### src/rtl/seven_seg_pkg.sv
// rtl/seven_seg_pkg.sv - shared seven-segment constants and scan FSM encoding
package seven_seg_pkg;

    // Active-low patterns, bit6=a .. bit0=g
    localparam logic [6:0] BLANK = 7'h7F;
    localparam logic [6:0] ZERO  = 7'h01;
    localparam logic [6:0] ONE   = 7'h4F;
    localparam logic [6:0] TWO   = 7'h12;
    localparam logic [6:0] THREE = 7'h06;
    localparam logic [6:0] FOUR  = 7'h4C;
    localparam logic [6:0] FIVE  = 7'h24;
    localparam logic [6:0] SIX   = 7'h20;
    localparam logic [6:0] SEVEN = 7'h0F;
    localparam logic [6:0] EIGHT = 7'h00;
    localparam logic [6:0] NINE  = 7'h04;

    // Active-low digit enables, an[1]=left, an[0]=right
    localparam logic [1:0] AN_OFF   = 2'b11;
    localparam logic [1:0] AN_LEFT  = 2'b01;
    localparam logic [1:0] AN_RIGHT = 2'b10;

    typedef enum logic [1:0] {
        DEAD_L = 2'd0,
        ON_L   = 2'd1,
        DEAD_R = 2'd2,
        ON_R   = 2'd3
    } scan_state_e;

endpackage

### src/rtl/seven_seg_scan_mux_if.sv
// rtl/seven_seg_scan_mux_if.sv - pattern inputs and scanned outputs; duty only with SCAN_DIM_EN
interface seven_seg_scan_mux_if;
    logic [6:0] seg_l;
    logic [6:0] seg_r;
    logic [6:0] seg;
    logic [1:0] an;
    logic       frame_tick;
`ifdef SCAN_DIM_EN
    logic [3:0] duty;

    modport master (output seg_l, seg_r, duty, input seg, an, frame_tick);
    modport slave  (input seg_l, seg_r, duty, output seg, an, frame_tick);
`else
    modport master (output seg_l, seg_r, input seg, an, frame_tick);
    modport slave  (input seg_l, seg_r, output seg, an, frame_tick);
`endif
endinterface

### src/rtl/seven_seg_scan_timer.sv
// rtl/seven_seg_scan_timer.sv - slot counter with end-of-ghost and end-of-slot strobes
module seven_seg_scan_timer #(
    parameter int SCAN_DIV  = 50000,
    parameter int GHOST_CYC = 16
) (
    input  logic clock,
    input  logic reset,
    input  logic clear,
    output logic ghost_end,
    output logic slot_end
);
    localparam int CNT_W = (SCAN_DIV > 1) ? $clog2(SCAN_DIV) : 1;

    logic [CNT_W-1:0] cnt_q;
    logic [CNT_W-1:0] cnt_d;

    assign ghost_end = (cnt_q == CNT_W'(GHOST_CYC - 1));
    assign slot_end  = (cnt_q == CNT_W'(SCAN_DIV - 1));

    // Count up, wrapping at the slot end; clear holds the count at zero
    always_comb begin
        cnt_d = cnt_q + 1'b1;
        if (clear || slot_end) begin
            cnt_d = '0;
        end
    end

    // Slot counter register
    always_ff @(posedge clock) begin
        if (reset) begin
            cnt_q <= '0;
        end else begin
            cnt_q <= cnt_d;
        end
    end
endmodule

### src/rtl/seven_seg_scan_mux.sv
// rtl/seven_seg_scan_mux.sv - two-digit scan multiplexer with ghost blanking; SCAN_DIM_EN adds pwm dimming
module seven_seg_scan_mux
    import seven_seg_pkg::*;
#(
    parameter int SCAN_DIV  = 50000,
    parameter int GHOST_CYC = 16
) (
    input  logic                  clock,
    input  logic                  reset,
    seven_seg_scan_mux_if.slave   bus
);
    scan_state_e state_q, state_d;
    logic [6:0]  seg_q, seg_d;
    logic [1:0]  an_q, an_d;
    logic        tick_q, tick_d;
    logic [6:0]  shadow_l_q, shadow_l_d;
    logic [6:0]  shadow_r_q, shadow_r_d;
    logic        start_q, start_d;
    logic        ghost_end;
    logic        slot_end;
    logic        load;
    logic        lit_ok;
`ifdef SCAN_DIM_EN
    logic [3:0]  pwm_q, pwm_d;
`endif

    // The first clock after reset behaves like the frame wrap edge, so the
    // timer is held at zero for it and every frame starts identically.
    seven_seg_scan_timer #(
        .SCAN_DIV  (SCAN_DIV),
        .GHOST_CYC (GHOST_CYC)
    ) u_timer (
        .clock     (clock),
        .reset     (reset),
        .clear     (start_q),
        .ghost_end (ghost_end),
        .slot_end  (slot_end)
    );

    // Next state, shadow loading and output decode from the next state
    always_comb begin
        state_d = state_q;
        start_d = 1'b0;
        if (!start_q) begin
            case (state_q)
                DEAD_L:  if (ghost_end) state_d = ON_L;
                ON_L:    if (slot_end)  state_d = DEAD_R;
                DEAD_R:  if (ghost_end) state_d = ON_R;
                ON_R:    if (slot_end)  state_d = DEAD_L;
                default: state_d = DEAD_L;
            endcase
        end

        load       = start_q || (state_q == ON_R && slot_end);
        tick_d     = load;
        shadow_l_d = load ? bus.seg_l : shadow_l_q;
        shadow_r_d = load ? bus.seg_r : shadow_r_q;

`ifdef SCAN_DIM_EN
        pwm_d  = pwm_q + 4'd1;
        lit_ok = (pwm_d <= bus.duty);
`else
        lit_ok = 1'b1;
`endif

        an_d  = AN_OFF;
        seg_d = BLANK;
        if (state_d == ON_L && lit_ok) begin
            an_d  = AN_LEFT;
            seg_d = shadow_l_q;
        end else if (state_d == ON_R && lit_ok) begin
            an_d  = AN_RIGHT;
            seg_d = shadow_r_q;
        end
    end

    // State, shadows and registered outputs
    always_ff @(posedge clock) begin
        if (reset) begin
            state_q    <= DEAD_L;
            an_q       <= AN_OFF;
            seg_q      <= BLANK;
            tick_q     <= 1'b0;
            shadow_l_q <= BLANK;
            shadow_r_q <= BLANK;
            start_q    <= 1'b1;
`ifdef SCAN_DIM_EN
            pwm_q      <= 4'd0;
`endif
        end else begin
            state_q    <= state_d;
            an_q       <= an_d;
            seg_q      <= seg_d;
            tick_q     <= tick_d;
            shadow_l_q <= shadow_l_d;
            shadow_r_q <= shadow_r_d;
            start_q    <= start_d;
`ifdef SCAN_DIM_EN
            pwm_q      <= pwm_d;
`endif
        end
    end

    assign bus.seg        = seg_q;
    assign bus.an         = an_q;
    assign bus.frame_tick = tick_q;

    an_never_both: assert property (@(posedge clock) disable iff (reset) an_q != 2'b00);
endmodule

### src/flat_wrapper.sv
// flat-port wrapper written by rule: the top's interface ports become plain ports
module seven_seg_scan_mux_flat import seven_seg_pkg::*;
#(
    parameter int SCAN_DIV  = 50000,
    parameter int GHOST_CYC = 16
)
  (clock, reset, bus_seg_l, bus_seg_r, bus_seg, bus_an, bus_frame_tick);
  seven_seg_scan_mux_if bus_i ();
  input  logic clock;
  input  logic reset;
  input wire logic [$bits(bus_i.seg_l)-1:0] bus_seg_l;
  input wire logic [$bits(bus_i.seg_r)-1:0] bus_seg_r;
  output wire logic [$bits(bus_i.seg)-1:0] bus_seg;
  output wire logic [$bits(bus_i.an)-1:0] bus_an;
  output wire logic [$bits(bus_i.frame_tick)-1:0] bus_frame_tick;
  assign bus_i.seg_l = bus_seg_l;
  assign bus_i.seg_r = bus_seg_r;
  assign bus_seg = bus_i.seg;
  assign bus_an = bus_i.an;
  assign bus_frame_tick = bus_i.frame_tick;
  seven_seg_scan_mux #(.SCAN_DIV(SCAN_DIV), .GHOST_CYC(GHOST_CYC)) u_core (.clock(clock), .reset(reset), .bus(bus_i));
endmodule
### config.mk
export PLATFORM = sky130hd
export DESIGN_NAME = seven_seg_scan_mux_flat
export DESIGN_NICKNAME = d
export VERILOG_FILES = /design/src/rtl/seven_seg_pkg.sv /design/src/rtl/seven_seg_scan_mux_if.sv /design/src/rtl/seven_seg_scan_timer.sv /design/src/rtl/seven_seg_scan_mux.sv /design/src/flat_wrapper.sv
export SDC_FILE = /design/constraint.sdc
export NUM_CORES = 1
export LEC_CHECK = 0
export ABC_AREA = 0
export CAP_MARGIN = 20
export CORE_MARGIN = 4
export CORE_UTILIZATION = 30
export CTS_BUF_LIST = sky130_fd_sc_hd__clkbuf_2
export CTS_CLUSTER_SIZE = 40
export DETAILED_ROUTE_END_ITERATION = 16
export GPL_ROUTABILITY_DRIVEN = 1
export PLACE_DENSITY = 0.5
export RECOVER_POWER = 100
export REMOVE_ABC_BUFFERS = 1
export SETUP_SLACK_MARGIN = 0.1
export SLEW_MARGIN = 20
export SYNTH_ARGS = -nofsm -noshare
export SYNTH_HDL_FRONTEND = slang
export SYNTH_SLANG_ARGS = --single-unit
### constraint.sdc
create_clock -name clock -period 2.1 [get_ports clock]
set_clock_uncertainty 0.1 [all_clocks]
set_input_delay 0.42 -clock clock [delete_from_list [all_inputs] [get_ports clock]]
set_output_delay 0.42 -clock clock [all_outputs]
set_load 0.02 [all_outputs]
==> reports/summary.txt, run 1 <==
initial antenna violation count - 0
P_seq - 0.853 mW
top cells by area - dfxtp_1 48%, a221o_1 7.9%, nor2b_1 4.9%
HP Start - u_core.u_timer.cnt_q[0]
commonest non-fill, non-tap cells in the layout - 43 x dfxtp_1, 17 x nor2_1, 14 x nor2b_1, 14 x a221o_1, 14 x clkdlybuf4s50_1
Via Count - 1,397
Synth cell types - 33
status - finished clean
EDFF count, synth - 0
Max Clk Rate - 516 MHz
Yosys reg bits - 43
register share of total power - 0.609
type of the tightest min-delay check - flop to flop
yosys cell count - 177
# IOs - 26
largest net degree at the start of global routing - 16
internal power - 1.10 mW
CP max-delay cell - dlygate4sd3_1
crit path cell chain - dlygate4sd3_1
R2R Setup Slk - 240 ps
post-CTS setup buffers - 0
fin crit period - 1940 ps
fraction of layout cells with a size suffix above 1 - 0.0948
P_comb - 0.0994 mW
Root Buffer Master - clkbuf_2
worst r2r path cells - 4
Starting DRT DRC Count - 64
Slew Limit Headroom - 0.732
Comb power frac - 0.071
Tcrit/Tclk final - 0.923
Cell Rows - 27
CTS tree - yes
yosys xor share - 0.0641
aoi share - 0.129
Worst Path Buf+Inv - 1
gr usage total - 0.114
Net Switching - 0.301 mW
switching part of the total - 0.215
Synth logic family - simple AND/OR/NAND/NOR gates
Max Cap Viol - 0
# hold bufs at CTS - 0
Core Footprint - 0.00561 sq mm
clock group power - 0.448 mW
final setup fails - 0
tightest hold margin - 381 ps
Layout Cells excl Fill - 283
critical path startpoint category - flop
simple share - 0.244
pre-CTS setup slack - 145 ps
Tool Warnings - 26
fraction of registers with async set/reset - 0
final hold violations - 0
Largest delay share family, worst path - buffers and inverters
HPWL Detailed - 2.87 mm
synth warn - 0
placer congestion estimate - 0.811
Routed WL - 3.90 mm
CP Max Fanout - 1
Initial Util - 0.317
worst skew pair latency - 380 ps
Top pwr grp - sequential cells
post-CTS resize count - 0
commonest cells in the synthesized netlist - 43 x dfxtp_1, 17 x nor2_1, 14 x a221o_1, 14 x nor2b_1, 9 x o21ai_0
DIE WIDTH - 84.9 microns
most used logic cell in the final layout - dfxtp_1
maximum vdd ir drop - 387 uV
# DRC - 0
Synth Cell Area - 0.00178 sq mm
main flop type - dfxtp_1
CP Class - flop to output pin
Die Area - 0.00721 sq mm
via count of the first global-routing pass - 1,348
Yosys chip area - 0.00178 sq mm
Hold Path Depth - 1
Critical R2R Capture - u_core.shadow_l_q[6]
==> run 1: sequential cells by signal, summed over array words and instances (netlist names) <==
register / count
u_core.u_timer.cnt_q: 16
u_core.bus.seg: 7
u_core.shadow_l_q: 7
u_core.shadow_r_q: 7
u_core.bus.an: 2
u_core.state_q: 2
u_core.bus.frame_tick: 1
u_core.start_q: 1
==> run 1: per-stage QoR <==
stage	total power, mW	area, sq um
3_3_place_gp	0.967	2150
2_1_floorplan	0.913	1730
4_1_cts	1.42	2210
6_report	1.40	2200
5_1_grt	1.48	2200
3_5_place_dp	0.969	2150
==> run 1: cell type report <==
| type | count | area [sq um] |
|---|---|---|
| tap | 72 | 90.1 |
| timing repair buffer | 36 | 319 |
| clock buffer | 6 | 30.0 |
| inverter | 2 | 7.51 |
| fill | 574 | 3410 |
| multi-input combinational | 123 | 863 |
| clock inverter | 1 | 30.0 |
| sequential | 43 | 861 |
==> run 1: worst max-delay path by stage <==
| stage | startpoint | to | slack (ps) | cells past startpoint |
|---|---|---|---|---|
| after global placement | reset | u_core.bus.seg[5] | 190 | 6 |
| after detailed placement | reset | u_core.bus.seg[4] | 140 | 6 |
| after CTS | u_core.u_timer.cnt_q[12] | u_core.shadow_r_q[5] | 150 | 4 |
| after global routing | u_core.u_timer.cnt_q[7] | u_core.u_timer.cnt_q[4] | 50 | 6 |
| final | u_core.bus.frame_tick | bus_frame_tick | 160 | 1 |
| after floorplan | u_core.u_timer.cnt_q[0] | u_core.shadow_l_q[0] | 370 | 5 |
==> run 1: layer usage <==
layer	share of wire	global-route usage	wire length [microns]
met3	0.036	0.0301	141
met4	0.011	0.0432	43
met5	0	0	0
met2	0.46	0.176	1780
met1	0.50	0.152	1940
Figure 1. Sequential cells coloured by netlist name (run 1).
Other sequential cells in the stronger grey, the rest of the logic in the fainter grey.
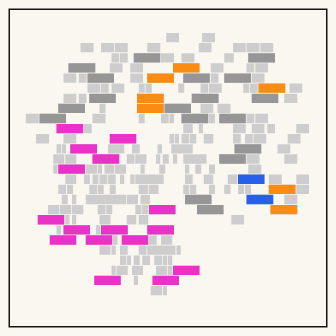
orange -> u_core.bus.seg  # flops 7
blue -> u_core.bus.an  # flops 2
magenta -> u_core.u_timer.cnt_q  # flops 16

Figure 2. Drive-strength map (run 1).
The bar under the picture is 20 microns long.
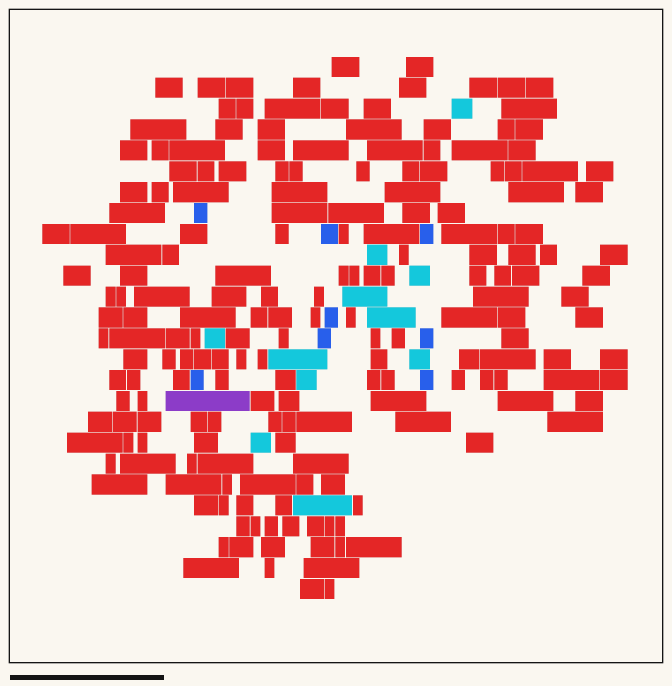
cyan -> _3 and _4 cells  # cells 11, share 5.2%, most used buf_4
red -> _0 and _1 cells  # cells 191, share 91%, most used dfxtp_1
blue -> _2 cells  # cells 8, share 3.8%, most used clkbuf_2
purple -> _6 and larger  # cells 1, share 0.47%, most used bufinv_16
Final WS setup: 162 ps
Final Instance Area: 0.00220 sq mm
Repair and plain buffers: 36
P&R area growth vs syn: 24.0%

Figure 3. Signal wires by layer (run 1).
Only two layers are drawn.
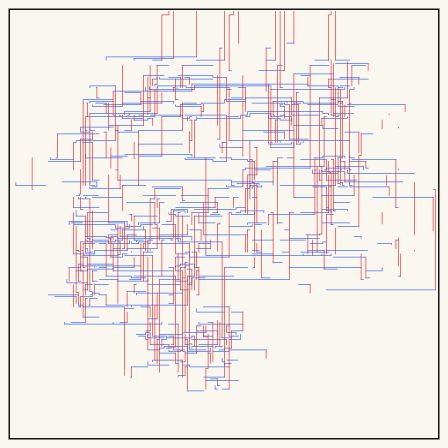
red -> metal 2  # wire length 1,780 microns
blue -> metal 1  # wire length 1,940 microns

==> run 2: changes to the inputs <==
--- a/config.mk
+++ b/config.mk
@@ -7,13 +7,15 @@
 export LEC_CHECK = 0
 export ABC_AREA = 0
 export CAP_MARGIN = 20
+export CELL_PAD_IN_SITES_DETAIL_PLACEMENT = 1
+export CELL_PAD_IN_SITES_GLOBAL_PLACEMENT = 1
 export CORE_MARGIN = 4
 export CORE_UTILIZATION = 30
 export CTS_BUF_LIST = sky130_fd_sc_hd__clkbuf_2
 export CTS_CLUSTER_SIZE = 40
 export DETAILED_ROUTE_END_ITERATION = 16
 export GPL_ROUTABILITY_DRIVEN = 1
-export PLACE_DENSITY = 0.5
+export PLACE_DENSITY = 0.61
 export RECOVER_POWER = 100
 export REMOVE_ABC_BUFFERS = 1
 export SETUP_SLACK_MARGIN = 0.1
Figure 4. Layout detail (run 2).
Region (51, 9) to (76, 34) microns. Cells in grey, sequential cells in the stronger grey; small squares are vias.
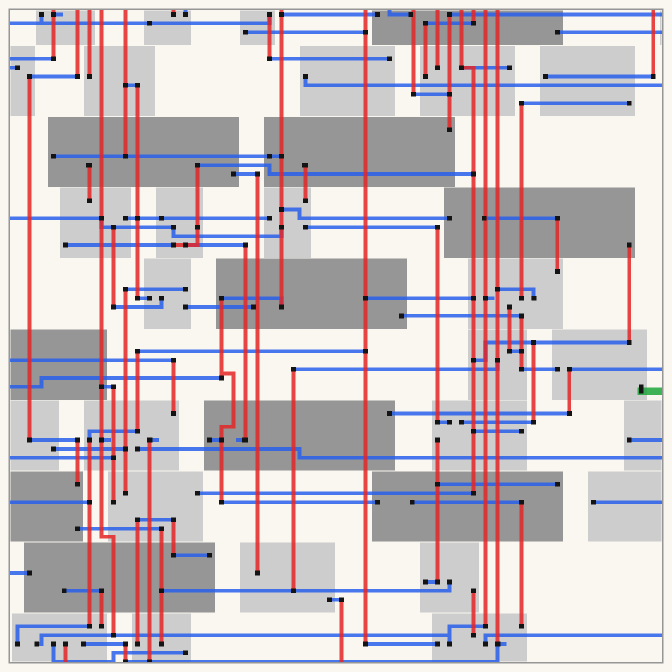
red -> metal 2
blue -> metal 1
green -> metal 3
most frequent = dfxtp_1 (8), nor2b_1 (4), a221o_1 (4)
netlist names of flops here include = u_core.bus.an (2), u_core.bus.seg (2), u_core.shadow_l_q (2)
cells with their middle in the window = 30
sequential cells in the window = 8

Figure 5. Track usage over the die (run 2).
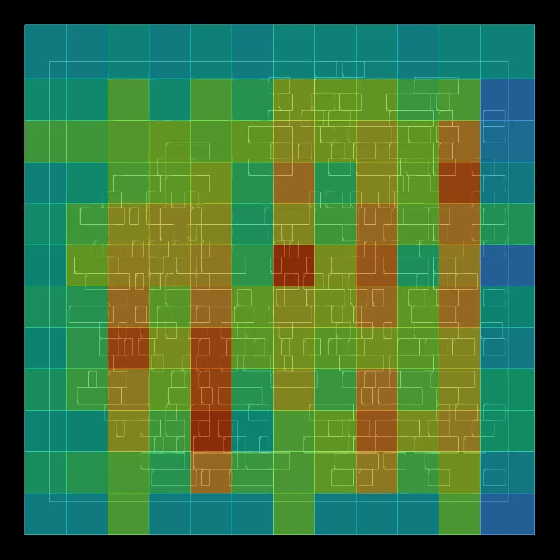
GR Util met1: 0.154
GRT met2 Usage: 0.223
met3 usage: 0.0330
Final Util: 0.398

==> reports/summary.txt, run 2 <==
CP Class - flop to output pin
Die Area - 0.00721 sq mm
tightest hold margin - 409 ps
die height - 84.9 microns
P_comb - 0.102 mW
commonest cells in the synthesized netlist - 43 x dfxtp_1, 17 x nor2_1, 14 x a221o_1, 14 x nor2b_1, 9 x o21ai_0
Yosys chip area - 0.00178 sq mm
Cells after Synth - 177
maximum vdd ir drop - 297 uV
Comb power frac - 0.066
Routed WL - 4.45 mm
Slew Limit Headroom - 0.487
synth warn - 0
Cell Rows - 27
main flop type - dfxtp_1
DIE WIDTH - 84.9 microns
max reg flops - 16
Tool Warnings - 25
EDFF count, synth - 0
Synth cell types - 33
CTS tree - yes
Synth Cell Area - 0.00178 sq mm
initial antenna violation count - 0
most used logic cell in the final layout - dfxtp_1
final hold violations - 0
# DRC - 0
Tot Pwr - 1.55 mW
type of the tightest min-delay check - flop to flop
top cells by area - dfxtp_1 48%, a221o_1 7.9%, nor2b_1 4.9%
gr usage total - 0.128
crit path cell chain - dlygate4sd3_1
R2R Setup Slk - 160 ps
commonest non-fill, non-tap cells in the layout - 43 x dfxtp_1, 17 x nor2_1, 16 x clkdlybuf4s50_1
switching part of the total - 0.208
yosys cell count - 177
fraction of registers with async set/reset - 0
largest net degree at the start of global routing - 17
HPWL Detailed - 3.22 mm
Hold Path Depth - 2
fraction of layout cells with a size suffix above 1 - 0.103
Tcrit/Tclk final - 0.932
Max Cap Viol - 0
placer congestion estimate - 0.731
pwr/cell area - 694 mW/mm^2
clock tree sinks - 43
unrepaired setup endpoints after global routing - no
post-CTS resize count - 0
via count of the first global-routing pass - 1,563
CP Max Fanout - 1
Final Instance Area - 0.00223 sq mm
post-CTS setup buffers - 0
Critical Path RT - 1580 ps
clock group power - 0.593 mW
# placed instances - 277
Critical R2R Capture - u_core.shadow_l_q[0]
final setup fails - 0
setup_tns - 0 ps
HP Start - u_core.shadow_r_q[2]
Initial Util - 0.317
First-pass DRT Iterations - 4
Core Footprint - 0.00561 sq mm
Root Buffer Master - clkbuf_2
pre-CTS setup slack - 215 ps
internal power - 1.23 mW
CP arrival - 1440 ps
P&R area growth vs syn - 25.7%
total gr overflow - 0
Largest delay share family, worst path - buffers and inverters
worst skew pair latency - 400 ps
Yosys reg bits - 43
Max Clk Rate - 511 MHz
P_seq - 0.854 mW
worst r2r path cells - 5
Worst Path Buf+Inv - 1
status - finished clean
# hold bufs at CTS - 0
fin crit period - 1960 ps
Starting DRT DRC Count - 50
Top pwr grp - sequential cells
Net Switching - 0.323 mW
register share of total power - 0.551
# IOs - 26
Post-DP Area - 0.00216 sq mm
Final WS setup - 142 ps
Via Count - 1,457
run 2: cell count changes in the layout (fill, tap and decap cells not counted), sizes merged:
cell / before / now
dlygate4sd3: 11 / 9
clkdlybuf4s50: 14 / 16
buf: 7 / 8
bufinv: 1 / 2
run 2: worst max-delay path by stage:
stage / startpoint / to / slack (ps) / depth (start not counted)
2_1_floorplan: u_core.u_timer.cnt_q[0] / u_core.shadow_l_q[0] / 370 / 5
3_3_place_gp: reset / u_core.bus.seg[0] / 240 / 6
3_5_place_dp: reset / u_core.bus.an[0] / 220 / 6
4_1_cts: u_core.bus.an[1] / bus_an[1] / 160 / 1
5_1_grt: u_core.bus.seg[1] / bus_seg[1] / 60 / 1
6_report: u_core.bus.an[1] / bus_an[1] / 140 / 1
run 2: routing by layer:
metal	share of wire	up-vias	global-route usage
met3	0.039	5	0.0330
met2	0.49	28	0.223
met4	0.0094	0	0.0388
met1	0.46	716	0.154
met5	0	-	0
li1	-	708	-
run 2: layout make-up:
| class | instances | area, sq um |
|---|---|---|
| Sequential cell | 43 | 861 |
| Fill cell | 661 | 3380 |
| Tap cell | 72 | 90.1 |
| Clock inverter | 2 | 60.1 |
| Timing Repair Buffer | 37 | 327 |
| Inverter | 2 | 7.51 |
| Clock buffer | 6 | 30.0 |
| Multi-Input combinational cell | 123 | 856 |
run 2: cells by family after synthesis:
family | Yosys count | share of synthesized area
AND-OR/OR-AND | 30 | 0.129
flip-flops | 43 | 0.485
XOR/XNOR | 13 | 0.0641
adder cells (fa/ha/maj) | 1 | 0.00705
multiplexers | 7 | 0.0395
buffers and inverters | 11 | 0.0317
AND/OR/NAND/NOR | 72 | 0.244
==> run 3: changes to the inputs <==
--- a/config.mk
+++ b/config.mk
@@ -10,12 +10,12 @@
 export CELL_PAD_IN_SITES_DETAIL_PLACEMENT = 1
 export CELL_PAD_IN_SITES_GLOBAL_PLACEMENT = 1
 export CORE_MARGIN = 4
-export CORE_UTILIZATION = 30
+export CORE_UTILIZATION = 35
 export CTS_BUF_LIST = sky130_fd_sc_hd__clkbuf_2
 export CTS_CLUSTER_SIZE = 40
 export DETAILED_ROUTE_END_ITERATION = 16
-export GPL_ROUTABILITY_DRIVEN = 1
-export PLACE_DENSITY = 0.61
+export MAX_ROUTING_LAYER = met4
+export PLACE_DENSITY = 0.69
 export RECOVER_POWER = 100
 export REMOVE_ABC_BUFFERS = 1
 export SETUP_SLACK_MARGIN = 0.1
Figure 6. Floorplan with the power grid (run 3).
The bar under the picture is 20 microns long. Pins as bars on the die edge. Tap cells in grey.
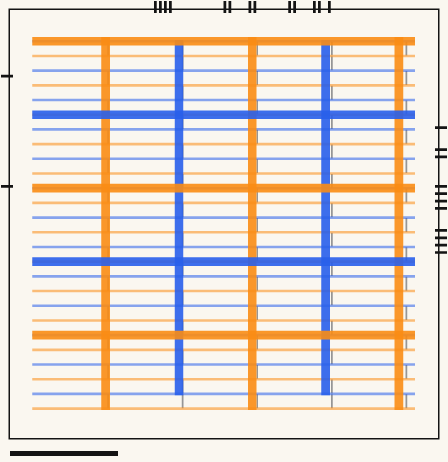
orange -> VSS
blue -> VDD
met1 rails = 26
met5 straps = 5
tap cells = 67
signal pins = 26
met4 straps = 5

Figure 7. Signal wires by layer (run 3).
Only two layers are drawn.
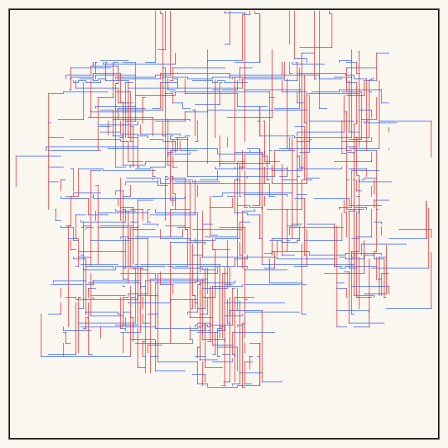
red -> metal 2  # wire length 2,170 microns
blue -> metal 1  # wire length 2,060 microns
Routed WL: 4.40 mm
Via Count: 1,438
drt wl/cell: 15.9 microns

==> reports/summary.txt, run 3 <==
Cells after Synth - 177
# placed instances - 269
Root Buffer Master - clkbuf_2
MUX share of area - 0.0395
fin crit period - 1960 ps
Worst Path Buf+Inv - 1
Tcrit/Tclk final - 0.934
gr usage total - 0.156
final setup fails - 0
Slew Limit Headroom - 0.695
status - finished clean
# DRC - 0
setup_tns - 0 ps
Max Cap Viol - 0
commonest non-fill, non-tap cells in the layout - 43 x dfxtp_1, 17 x nor2_1, 15 x clkdlybuf4s50_1
CTS tree - yes
Largest delay share family, worst path - buffers and inverters
Synth Cell Area - 0.00178 sq mm
max reg flops - 16
Layout Cells excl Fill - 277
fraction of layout cells with a size suffix above 1 - 0.110
Max Clk Rate - 510 MHz
main flop type - dfxtp_1
CP arrival - 1440 ps
worst skew pair latency - 410 ps
P&R area growth vs syn - 24.8%
via count of the first global-routing pass - 1,549
synth warn - 0
placer congestion estimate - 0.827
HPWL Detailed - 3.28 mm
type of the tightest min-delay check - flop to flop
total gr overflow - 0
CP Max Fanout - 1
Biggest register - u_core.u_timer.cnt_q
yosys cell count - 177
Starting DRT DRC Count - 43
unrepaired setup endpoints after global routing - no
# hold bufs at CTS - 0
Synth logic family - simple AND/OR/NAND/NOR gates
top cells by area - dfxtp_1 48%, a221o_1 7.9%, nor2b_1 4.9%
critical path startpoint category - flop
crit path cell chain - dlygate4sd3_1
yosys xor share - 0.0641
maximum vdd ir drop - 406 uV
Initial Util - 0.369
yosys adder share - 0.00705
pwr/cell area - 639 mW/mm^2
Core Footprint - 0.00482 sq mm
Yosys reg bits - 43
CP max-delay cell - dlygate4sd3_1
final hold violations - 0
clock tree sinks - 43
fraction of registers with async set/reset - 0
Tool Warnings - 25
DIE WIDTH - 79.2 microns
commonest cells in the synthesized netlist - 43 x dfxtp_1, 17 x nor2_1, 14 x a221o_1, 14 x nor2b_1, 9 x o21ai_0
die height - 79.2 microns
largest net degree at the start of global routing - 16
EDFF count, synth - 0
initial antenna violation count - 0
most used logic cell in the final layout - dfxtp_1
Die Area - 0.00628 sq mm
==> run 3: cell counts after synthesis <==
Identical to the previous run, type by type.
==> run 3: timing repair <==
item | CTS | global route
pin swaps | 0 | 1
endpoints found under the setup margin | 14 | 15
resized | 1 | 1
buffers inserted | 0 | 1
==> run 3: final timing paths <==
kind | slack, ps | start | depth (start not counted) | end
max reg2reg | 180 | u_core.u_timer.cnt_q[12] | 4 | u_core.shadow_r_q[3]
max | 140 | u_core.bus.seg[6] | 1 | bus_seg[6]
min reg2reg | 400 | u_core.shadow_l_q[1] | 2 | u_core.bus.seg[1]
min | 400 | u_core.shadow_l_q[1] | 2 | u_core.bus.seg[1]
==> run 3: cells by family after synthesis <==
logic type,Yosys count
fa+ha+maj,1
xor+xnor,13
compound gates,30
mux,7
flops,43
simple gates,72
buf+inv,11
==> run 3: metrics by stage <==
stage	total power, mW	util	hold WS, ps	cell area [sq um]	worst slack (ps)
floorplan	0.913	-	326	1730	375
global placement	0.967	0.442	353	2130	98.6
detailed placement	0.973	0.442	360	2130	4.84
CTS	1.43	0.456	405	2200	120
global route	1.48	0.460	450	2220	57.0
finish	1.42	0.460	401	2220	139
==> run 3: layer usage <==
layer	routed length, microns	GRT usage
met4	27	0.0412
met5	0	-
met2	2170	0.264
met3	137	0.0374
met1	2060	0.186
==> run 3: report_power, final <==
part	internal [mW]	switching (mW)	total [mW]
logic	0.0629	0.0426	0.106
clock network	0.201	0.256	0.457
registers	0.840	0.0145	0.855
total	1.10	0.313	1.42
==> run 3: final cells by class <==
class / instances / area (sq um)
fill: 568 / 2600
multi-input combinational: 123 / 868
sequential: 43 / 861
timing repair buffer: 35 / 335
clock buffer: 6 / 30.0
tap: 67 / 83.8
clock inverter: 1 / 30.0
inverter: 2 / 7.51
No activity file was given, so power comes from the tool's default toggle rates.
